==> config.mk <==
export PLATFORM = sky130hd
export DESIGN_NAME = uart_rx_fifo
export DESIGN_NICKNAME = d
export VERILOG_FILES = /design/src/rtl/uart_pkg.sv /design/src/rtl/uart_fifo_mem.sv /design/src/rtl/uart_rx_fifo.sv
export SDC_FILE = /design/constraint.sdc
export NUM_CORES = 1
export LEC_CHECK = 0
export CAP_MARGIN = 25
export CORE_MARGIN = 2
export CORE_UTILIZATION = 35
export DETAILED_ROUTE_END_ITERATION = 10
export DONT_BUFFER_PORTS = 1
export HOLD_SLACK_MARGIN = 0.06
export SKIP_LAST_GASP = 1
export SYNTH_ARGS = -nofsm -noshare
export SYNTH_HDL_FRONTEND = slang
export SYNTH_SLANG_ARGS = --single-unit
==> constraint.sdc <==
create_clock -name CLK -period 3.05 [get_ports CLK]
set_input_delay 0.61 -clock CLK [delete_from_list [all_inputs] [get_ports CLK]]
set_output_delay 0.61 -clock CLK [all_outputs]
set_load 0.01 [all_outputs]
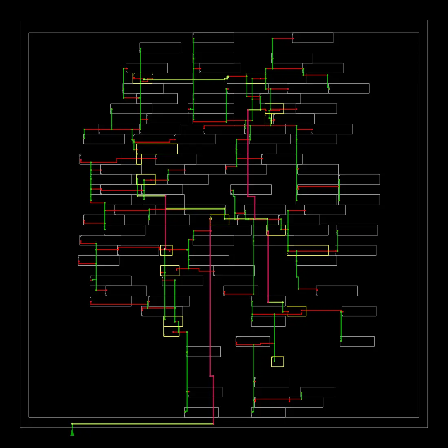
Figure 1: run 1, clock nets.
clock skew: 12.7 ps
Seq Cell Count: 94
Sink Count: 94
CTS Buf Count: 9
clkbuf count: 10

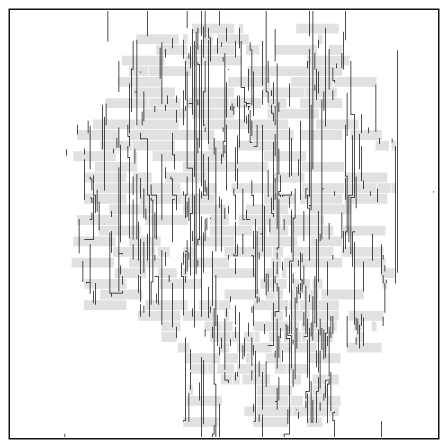
Figure 2: run 1, M2 wires.
Cells faint in the background.
wire length on this layer	3390 um
main direction	vertical
Post-Route WL: 7.05 mm
Via Count: 1812
GR Util met2: 0.200

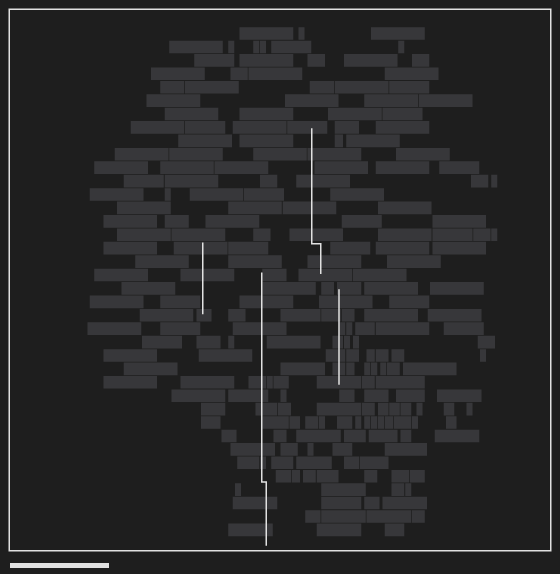
Figure 3: run 1, metal 4.
Bar = 20 um. Cells faint in the background.
nets with wire on the layer	2
longest straight run	42.3 um
main direction	vertical
wire length on this layer	120 um

==> metrics.cfg, run 1 <==
[min_path]
whs_path_depth=0

[final_timing]
period_needed_ps=2750
drv_slew=0
setup_viol=0
tightest_slew_ps=679
max_freq_mhz=364
rsz0062_at_grt=no
holdWs_ps=274
slew_headroom=0.546

[power_and_ir_drop]
p_switching_mw=1.42
p_sw_frac=0.338
p_clk_frac=0.217
internal_power_mw=2.78
power_density_mw_per_mm2=961
p_leak_nw=1.51

[critical_path]
ff2ff_setup_slack_ps=300
path_cells=xor2_4 -> nor4b_4 -> nand2b_1 -> mux2_4 -> inv_2 -> ha_1 -> a21o_1 -> a21oi_1 -> xnor3_1 -> xor2_1
required_ps=3300
slowest_delay_ps=450
critPathLaunchType=flop

[floorplan]
nWellTaps=140
initCoreUtil=0.359
row_count=38
die_h_um=109
core-area_mm2=0.0108
die_w_um=109

[synth]
yosys_area_mm2=0.00389
synth_warnings=0
xor_share=0.0392
yosysSeqAreaShare=0.707
synthSimpleGateAreaFrac=0.0508
synthTopLogicFamily=multiplexers
edf_count=80
synth-seq-cells=94
synthAoiAreaFrac=0.0119
postSynthCellCount=204

[route]
postRouteAntennaNets=0
drt-initial-drc-count=98
dr.max_layer_used=met4
viasPerCell=4.94
wl_met3_um=394

[clock_tree]
clkSlewWorstSetupHoldPaths_ps=90
insertion_delay_ps=360
ctsRootBufferMaster=clkbuf_8
clk_path_buf_depth=2

[place]
numPortBuffers=0
gp_congestion=0.754
place_ws_ps=281
place_area_mm2=0.00415

[finish]
inverters_excl_clock=8
clockNetworkAreaShare=0.0506
dominant_cells=registers
nonClockBufferCount=16
largest_reg_flops=80
final_cells=367

[status]
status=finished, final reports clean

[global_route]
grt_pass1_vias=1906
grtUsageMet3=0.0427
antenna_found_initial=0
use_met1=0.171
grt.overflow.total=0
grt_max_degree=24

[flow_run]
warnings=26

==> run 1: cells in the mapped netlist (2+ instances only) <==
cell	n	area [um2]
nor4_1	2	12.5
nand3b_1	2	15.0
nand2b_1	3	18.8
xor2_1	2	17.5
mux4_2	20	450
nor3_1	3	15.0
nand2_1	5	18.8
clkbuf_1	4	15.0
nor2_1	17	63.8
xnor2_1	6	52.6
ha_1	5	62.6
buf_2	4	20.0
mux2i_1	11	110
inv_1	7	26.3
edfxtp_1	80	2400
xor2_2	2	32.5
dfrtp_1	14	350
==> run 1: power by group through the flow <==
stage	registers (mW)	clock network, mW	logic [mW]
floorplan	1.69	0	1.31
global placement	1.72	0	1.62
detailed placement	1.72	0	1.65
CTS	1.69	0.935	1.65
global route	1.71	0.983	1.80
finish	1.69	0.912	1.60
==> inputs of run 2 (changes only) <==
--- a/config.mk
+++ b/config.mk
@@ -8,6 +8,7 @@
 export CAP_MARGIN = 25
 export CORE_MARGIN = 2
 export CORE_UTILIZATION = 35
+export CTS_CLUSTER_DIAMETER = 30
 export DETAILED_ROUTE_END_ITERATION = 10
 export DONT_BUFFER_PORTS = 1
 export HOLD_SLACK_MARGIN = 0.06
@@ -15,3 +16,4 @@
 export SYNTH_ARGS = -nofsm -noshare
 export SYNTH_HDL_FRONTEND = slang
 export SYNTH_SLANG_ARGS = --single-unit
+export TNS_END_PERCENT = 5
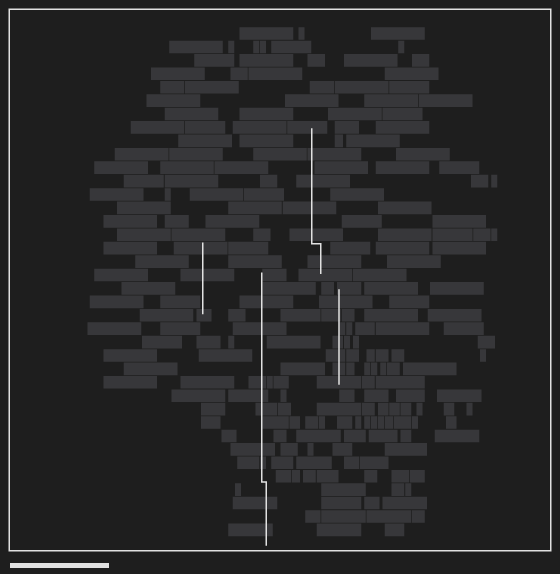
Figure 4: run 2, metal 4.
Bar = 20 um. Cells faint in the background.
share of all routed wire	1.7%
longest straight run	42.3 um

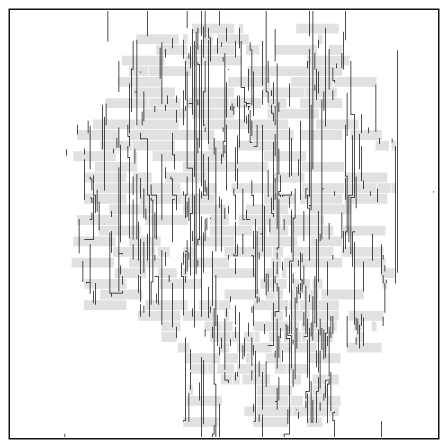
Figure 5: run 2, M2 wires.
Cells faint in the background.
longest straight run	61.9 um
share of all routed wire	48%
nets with wire on the layer	214

==> metrics.cfg, run 2 <==
[power_and_ir_drop]
power_density_mw_per_mm2=961  ; unchanged
p_leak_nw=1.51  ; unchanged

[synth]
postSynthCellCount=204  ; unchanged
common_cells=edfxtp_1 (80), mux4_2 (20), nor2_1 (17), dfrtp_1 (14), mux2i_1 (11)
post-synth-top-count-cell=edfxtp_1
synthAoiAreaFrac=0.0119  ; unchanged
yosysUniqueCellTypes=34
yosys.area.top_type=edfxtp_1
synth-seq-cells=94  ; unchanged
yosys_area_mm2=0.00389  ; unchanged
synthTopLogicFamily=multiplexers
area_leaders=edfxtp_1 (62%), mux4_2 (12%), dfrtp_1 (9.0%)
synthSimpleGateAreaFrac=0.0508  ; unchanged
top_area_frac=0.617  ; unchanged
yosysSeqAreaShare=0.707  ; unchanged
edf_count=80  ; unchanged
synth_warnings=0  ; unchanged

[floorplan]
core-area_mm2=0.0108  ; unchanged
row_count=38  ; unchanged
die_h_um=109  ; unchanged
initCoreUtil=0.359  ; unchanged

[clock_tree]
ctsRootBufferMaster=clkbuf_8
numCtsBuffers=9  ; unchanged
insertion_delay_ps=360  ; about the same

[flow_run]
warnings=26  ; unchanged

[final_timing]
max_freq_mhz=364  ; unchanged
drv_slew=0  ; unchanged
fin_skew_ps=12.7  ; unchanged
period_needed_ps=2750  ; unchanged
rsz0062_at_grt=no
holdWs_ps=274  ; unchanged
tightest_slew_ps=679  ; unchanged
setup_viol=0  ; unchanged

[finish]
lay_top_count=edfxtp_1
largest_reg_flops=80  ; unchanged

[min_path]
whs_path_depth=0  ; unchanged

[route]
num_vias=1812  ; unchanged
wl_mm=7.05  ; unchanged
postRouteAntennaNets=0  ; unchanged
viasPerCell=4.94  ; unchanged

[critical_path]
required_ps=3300  ; about the same
ff2ff_setup_slack_ps=300  ; about the same
critPathLaunchType=flop

[place]
gp_congestion=0.754  ; unchanged
place_ws_ps=281  ; unchanged
numPortBuffers=0  ; unchanged
place_area_mm2=0.00415  ; unchanged

[global_route]
grt_max_degree=24  ; unchanged
grt_pass1_vias=1906  ; unchanged
antenna_found_initial=0  ; unchanged

[status]
status=finished, final reports clean

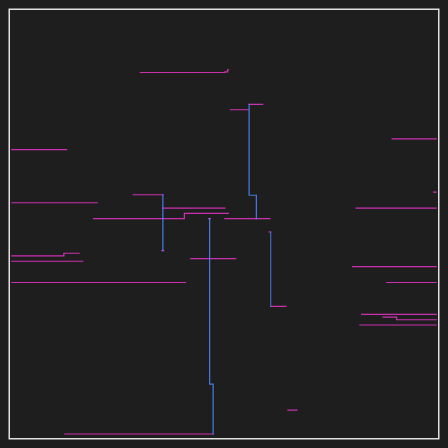
Figure 6: run 2, wiring by layer.
Two of the layers only.
color	layer	wire length
magenta	M3	394 um
blue	M4	120 um
Avg WL per Cell: 19.2 um
GRT Util Overall: 0.131

-- run 2: layout make-up --
cell class | count | share of cell area
clock buffers | 10 | 0.0291
clock inverters | 6 | 0.0214
inverters | 8 | 0.00686
multi-input cells | 93 | 0.243
flip-flops and latches | 94 | 0.629
well taps | 140 | 0.0400
repair buffers | 16 | 0.0306
-- run 2: layer usage --
layer	wire length, um	GRT usage	vias to the layer above
met2	3390	0.200	34
met3	394	0.0427	9
met4	120	0.0597	0
met1	3140	0.171	953
met5	0	0	-
li1	-	-	816
-- run 2: report_power, final --
group	internal (mW)	switching, mW	leakage (nW)
combinational	0.734	0.870	0.505
sequential	1.58	0.112	0.889
clock	0.471	0.441	0.113
total	2.78	1.42	1.51
-- run 2: repair_timing --
action                                  CTS  global route
hold buffers                              1             0
endpoints found under the setup margin    0             0
hold endpoints to repair                 14             0
No activity file was given, so power comes from the tool's default toggle rates.
